Routed clock nets over the placement:
Scale: 1 px per µm.
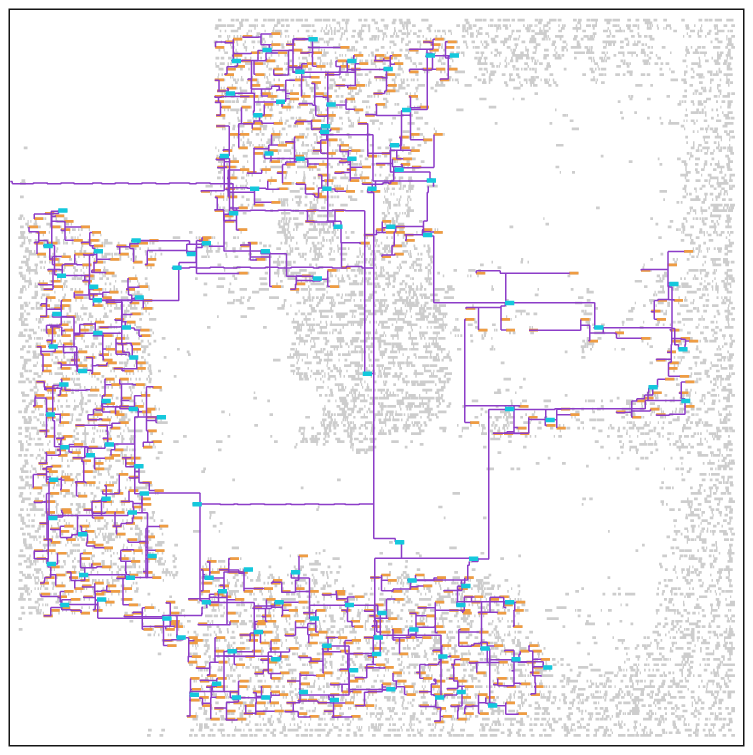
Routing congestion map:
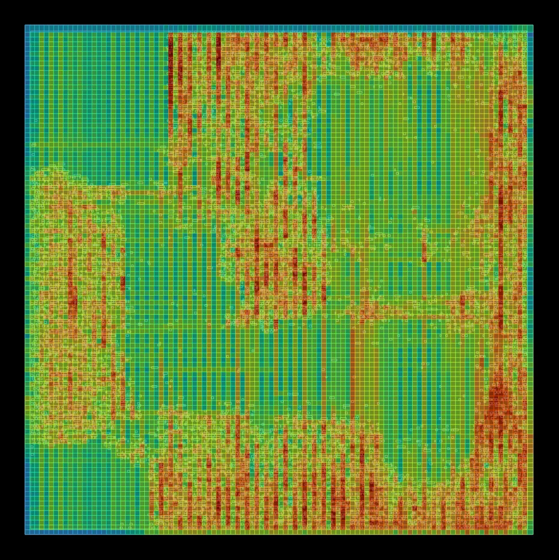
`src/rtl/jpeg_pkg.sv`:
```
// Shared JPEG definitions for the coefficient datapath.
//   COEF_W  - signed coefficient width (in and out)
//   RECIP_W - unsigned quantiser reciprocal width, recip = round(2^16 / Q)
//   FRAC_W  - fractional bits carried by the reciprocal
//   P_W     - width of |coef| * recip
//   ZIGZAG_LUT - zigzag position -> row-major index
//   coef_t  - signed coefficient type
package jpeg_pkg;

    localparam int COEF_W  = 12;
    localparam int RECIP_W = 17;
    localparam int FRAC_W  = 16;
    localparam int P_W     = COEF_W - 1 + RECIP_W;

    typedef logic signed [COEF_W-1:0] coef_t;

    typedef enum logic [1:0] {
        ST_IDLE,
        ST_RUN,
        ST_DRAIN
    } qz_state_t;

    localparam logic [5:0] ZIGZAG_LUT [64] = '{
         0,  1,  8, 16,  9,  2,  3, 10,
        17, 24, 32, 25, 18, 11,  4,  5,
        12, 19, 26, 33, 40, 48, 41, 34,
        27, 20, 13,  6,  7, 14, 21, 28,
        35, 42, 49, 56, 57, 50, 43, 36,
        29, 22, 15, 23, 30, 37, 44, 51,
        58, 59, 52, 45, 38, 31, 39, 46,
        53, 60, 61, 54, 47, 55, 62, 63
    };

endpackage

```
`src/rtl/quant_round_sat.sv`:
```
// Combinational quantiser back end: rounds a fixed-point magnitude
// product half-away-from-zero, drops the fraction, saturates to the
// largest positive coefficient and re-applies the sign (-0 becomes 0).
//   prod - |coef| * recip, FRAC_W fractional bits, unsigned
//   neg  - sign of the original coefficient
//   q    - signed quantised coefficient
module quant_round_sat
    import jpeg_pkg::*;
(
    input  logic [P_W-1:0] prod,
    input  logic           neg,
    output coef_t          q
);

    localparam int              M_W     = P_W + 1 - FRAC_W;
    localparam logic [P_W:0]    HALF    = (P_W + 1)'(2 ** (FRAC_W - 1));
    localparam logic [COEF_W-2:0] MAG_MAX = '1;

    logic [M_W-1:0]    m;
    logic [COEF_W-2:0] mag;

    always_comb begin
        // Rounding on the magnitude before re-signing gives
        // half-away-from-zero for both signs.
        m   = M_W'(({1'b0, prod} + HALF) >> FRAC_W);
        mag = (m > M_W'(MAG_MAX)) ? MAG_MAX : m[COEF_W-2:0];
        q   = neg ? -coef_t'({1'b0, mag}) : coef_t'({1'b0, mag});
    end

endmodule

```
`src/rtl/quant_zigzag.sv`:
```
// JPEG quantiser + zigzag serialiser.
// Captures one 8x8 block of signed DCT coefficients (row-major) in a single
// cycle, then streams 64 quantised coefficients in zigzag order through a
// two-stage pipeline (multiply, then round/saturate) under valid/ready.
//   clock, reset_n            - rising-edge clock, async active-low reset
//   blk_valid / blk_ready     - block handshake; blk_data[64] row-major
//   qtab_recip[64]            - reciprocal table, row-major, static per block
//   out_valid / out_ready     - output beat handshake
//   out_data, out_idx, out_last - quantised value, zigzag position, last beat
// Optional: define QUANT_NZ_COUNT_EN to add nz_count[6:0], the number of
// nonzero beats in the current block (complete on the out_last beat).
module quant_zigzag
    import jpeg_pkg::*;
(
    input  logic               clock,
    input  logic               reset_n,
    input  logic               blk_valid,
    output logic               blk_ready,
    input  coef_t              blk_data   [64],
    input  logic [RECIP_W-1:0] qtab_recip [64],
    output logic               out_valid,
    input  logic               out_ready,
    output coef_t              out_data,
    output logic [5:0]         out_idx,
    output logic               out_last
`ifdef QUANT_NZ_COUNT_EN
    ,
    output logic [6:0]         nz_count
`endif
);

    qz_state_t        state_q, state_d;
    coef_t            bank_q [64];
    coef_t            bank_d [64];
    logic [5:0]       k_q, k_d;

    logic             s1_vld_q, s1_vld_d;
    logic [P_W-1:0]   p_q, p_d;
    logic             neg_q, neg_d;
    logic [5:0]       s1_idx_q, s1_idx_d;

    logic             out_valid_q, out_valid_d;
    coef_t            out_data_q, out_data_d;
    logic [5:0]       out_idx_q, out_idx_d;
    logic             out_last_q, out_last_d;

`ifdef QUANT_NZ_COUNT_EN
    logic [6:0]       nz_q, nz_d;
`endif

    logic             advance;
    logic             issue;
    logic [5:0]       zz;
    coef_t            c_sel;
    logic [COEF_W-1:0] abs_c;
    logic [RECIP_W-1:0] r_sel;
    coef_t            q_s2;

    quant_round_sat u_round_sat (
        .prod (p_q),
        .neg  (neg_q),
        .q    (q_s2)
    );

    always_comb begin
        // NOTE: every variable gets a default first so no path leaves it
        // unassigned; that is what keeps this block free of latches.
        state_d     = state_q;
        bank_d      = bank_q;
        k_d         = k_q;
        s1_vld_d    = s1_vld_q;
        p_d         = p_q;
        neg_d       = neg_q;
        s1_idx_d    = s1_idx_q;
        out_valid_d = out_valid_q;
        out_data_d  = out_data_q;
        out_idx_d   = out_idx_q;
        out_last_d  = out_last_q;

        // The whole pipeline moves together; it stalls only while a beat
        // sits in the output register and downstream refuses it.
        advance = !out_valid_q || out_ready;
        issue   = (state_q == ST_RUN) && advance;

        zz    = ZIGZAG_LUT[k_q];
        c_sel = bank_q[zz];
        r_sel = qtab_recip[zz];
        // Unsigned view of -c also covers the most-negative value.
        abs_c = c_sel[COEF_W-1] ? (~c_sel + 1'b1) : c_sel;

        case (state_q)
            ST_IDLE: begin
                if (blk_valid) begin
                    bank_d  = blk_data;
                    k_d     = 6'd0;
                    state_d = ST_RUN;
                end
            end
            ST_RUN: begin
                if (advance) begin
                    k_d = k_q + 6'd1;
                    if (k_q == 6'd63) state_d = ST_DRAIN;
                end
            end
            ST_DRAIN: begin
                if (out_valid_q && out_ready && out_last_q) state_d = ST_IDLE;
            end
            default: state_d = ST_IDLE;
        endcase

        if (advance) begin
            s1_vld_d = issue;
            if (issue) begin
                p_d      = {{(P_W-COEF_W){1'b0}}, abs_c} * {{(P_W-RECIP_W){1'b0}}, r_sel};
                neg_d    = c_sel[COEF_W-1];
                s1_idx_d = k_q;
            end

            out_valid_d = s1_vld_q;
            out_last_d  = s1_vld_q && (s1_idx_q == 6'd63);
            if (s1_vld_q) begin
                out_data_d = q_s2;
                out_idx_d  = s1_idx_q;
            end
        end
    end

`ifdef QUANT_NZ_COUNT_EN
    always_comb begin
        nz_d = nz_q;
        if (state_q == ST_IDLE && blk_valid) begin
            nz_d = 7'd0;
        end else if (advance && s1_vld_q && (q_s2 != '0)) begin
            nz_d = nz_q + 7'd1;
        end
    end

    always_ff @(posedge clock or negedge reset_n) begin
        if (!reset_n) nz_q <= 7'd0;
        else          nz_q <= nz_d;
    end

    assign nz_count = nz_q;
`endif

    // NOTE: sequential state uses non-blocking assignments so every flop
    // samples the pre-edge values regardless of statement order.
    always_ff @(posedge clock or negedge reset_n) begin
        if (!reset_n) begin
            state_q     <= ST_IDLE;
            k_q         <= 6'd0;
            s1_vld_q    <= 1'b0;
            p_q         <= '0;
            neg_q       <= 1'b0;
            s1_idx_q    <= 6'd0;
            out_valid_q <= 1'b0;
            out_data_q  <= '0;
            out_idx_q   <= 6'd0;
            out_last_q  <= 1'b0;
            // NOTE: the coefficient bank is reset too, so an aborted block
            // leaves no stale coefficients behind; a bank that is always
            // overwritten before use would not need this.
            for (int i = 0; i < 64; i++) bank_q[i] <= '0;
        end else begin
            state_q     <= state_d;
            k_q         <= k_d;
            s1_vld_q    <= s1_vld_d;
            p_q         <= p_d;
            neg_q       <= neg_d;
            s1_idx_q    <= s1_idx_d;
            out_valid_q <= out_valid_d;
            out_data_q  <= out_data_d;
            out_idx_q   <= out_idx_d;
            out_last_q  <= out_last_d;
            bank_q      <= bank_d;
        end
    end

    assign blk_ready = (state_q == ST_IDLE);
    assign out_valid = out_valid_q;
    assign out_data  = out_data_q;
    assign out_idx   = out_idx_q;
    assign out_last  = out_last_q;

endmodule

```
`config.mk`:
```
export PLATFORM = sky130hd
export DESIGN_NAME = quant_zigzag
export DESIGN_NICKNAME = d
export VERILOG_FILES = /design/src/rtl/jpeg_pkg.sv /design/src/rtl/quant_round_sat.sv /design/src/rtl/quant_zigzag.sv
export SDC_FILE = /design/constraint.sdc
export NUM_CORES = 2
export LEC_CHECK = 0
export ABC_AREA = 1
export CAP_MARGIN = 20
export CORE_AREA = 8 8 725 727
export DETAILED_ROUTE_END_ITERATION = 10
export DIE_AREA = 0 0 733 735
export PLACE_DENSITY = 0.33
export SLEW_MARGIN = 10
export SYNTH_ARGS = -nofsm -noshare
export SYNTH_HDL_FRONTEND = slang
export SYNTH_SLANG_ARGS = --single-unit
```
`constraint.sdc`:
```
create_clock -name clock -period 8.04 [get_ports clock]
set_clock_uncertainty 0.2 [all_clocks]
set_input_delay 1.206 -clock clock [delete_from_list [all_inputs] [get_ports clock]]
set_output_delay 1.206 -clock clock [all_outputs]
set_load 0.01 [all_outputs]
```
==> reports/qor.csv <==
stage;metric;value;unit
layout;Nets;12600;
floorplan;die height;735;µm
global_routing;global-route wire length before repair;641000;µm
floorplan;Initial Utilization;0.110;
worst_hold_path;worst hold path type;in -> async;
layout;Layout Utilization;0.188;
layout;Flops;817;
timing;Setup Viol. Count Final;13;
floorplan;Die Width;733;µm
synthesis;post-synthesis compound-gate area fraction;0.133;
route;overall routed net length;489000;µm
placed_design;placed inst area;0.0890;mm²
cts;clock root buffer;clkbuf_16;
cts;CTS resizes;293;
layout;fin area;0.0968;mm²
synthesis;FFs w/ async S/R, synth;1.00;
layout;final cell count without fillers;17400;
cts;setup repair bufs after CTS;51;
timing;final setup margin;-0.415;ns
global_routing;Overflow after GRT;0;
run_status;failing checks;negative setup slack;
synthesis;Netlist cell types;52;
critical_path;Buf/Inv on CP;16;
cts;CTS tree;yes;
global_routing;met1 usage;0.192;
critical_path;cell count of the worst reg-to-reg path;44;
route;drt first pass iters;5;
job;max-cap violation count;0;
placed_design;IO Port Bufs;1880;
timing;fmax;118;MHz
layout;Area Growth Syn to Fin;71.3;%
critical_path;CP arrival;9.00;ns
global_routing;initial antenna violation count;252;
layout;# clk buffers;179;
layout;Combinational Area;0.0325;mm²
layout;buffering overhead;0.302;
job;tool warning count;79;
critical_path;Crit path max-delay family;adder cells;
route;met3 WL post-DR;20800;µm
global_routing;M3 GR Usage;0.0277;
critical_path;CP peak stage delay;0.56;ns
global_routing;pin count of the biggest net entering global routing;153;
global_routing;vias in the first global route;69100;
layout;clock-cell share of area;0.0404;
critical_path;CP Class;reg -> reg;
layout;max reg flops;768;
layout;most instantiated logic cells after routing;3395 x nand2_1, 1879 x clkdlybuf4s50_1, 817 x dfrtp_1;
route;vias per cell;3.79;
synthesis;Simple-Gate Area Share;0.343;
timing;setup TNS;-4.42;ns
floorplan;num ports;1881;
layout;Seq/total area;0.211;
cts;Worst-path clk slew;0.06;ns
critical_path;most frequent CP cell;nand2_1;
global_routing;GR peak layer;met2;
cts;H-tree level count;3;
timing;Hold Fails Final Rpt;0;
synthesis;Synth area leader;dfrtp_1;
layout;largest reg by FF count;bank_q;
route;Residual DRC;0;
synthesis;Commonest flop;dfrtp_1;
critical_path;critical path depth;44;
run_status;status;complete, but fails checks;
route;highest routed layer;met5;
critical_path;Worst Path Max Fanout;18;
cts;hold-fix buffer count after cts;0;
synthesis;XORs/XNORs by Area;0.00325;
route;M1 WL;188000;µm
timing;relative slew slack;0.356;
synthesis;area share, top type;0.362;
floorplan;core area;0.515;mm²
layout;Top class by area;multi-input combinational cells;
synthesis;Synth Area in Adders;0.0697;
cts;CTS Buffer Depth;4;
route;Post-DRT Antenna Nets;0;
synthesis;average size of a mapped cell;6.94;µm²
synthesis;Seq cells post-synth;817;
route;met2 wire len;264000;µm
critical_path;RR Endpoint;p_q[21];
placed_design;hpwl dp;398000;µm
## Picture notes: 'routed clock nets over the placement'
[orange] flip-flops | count: 817
[purple] clock wires | length: 17900 µm
[cyan] clock-net drivers | count: 118
routed clock nets	119
Clk Latency, worst-skew pair: 0.86 ns

## Picture notes: 'routing congestion map'
Routed WL per cell: 28.1 µm
Tot GR Track Use: 0.173

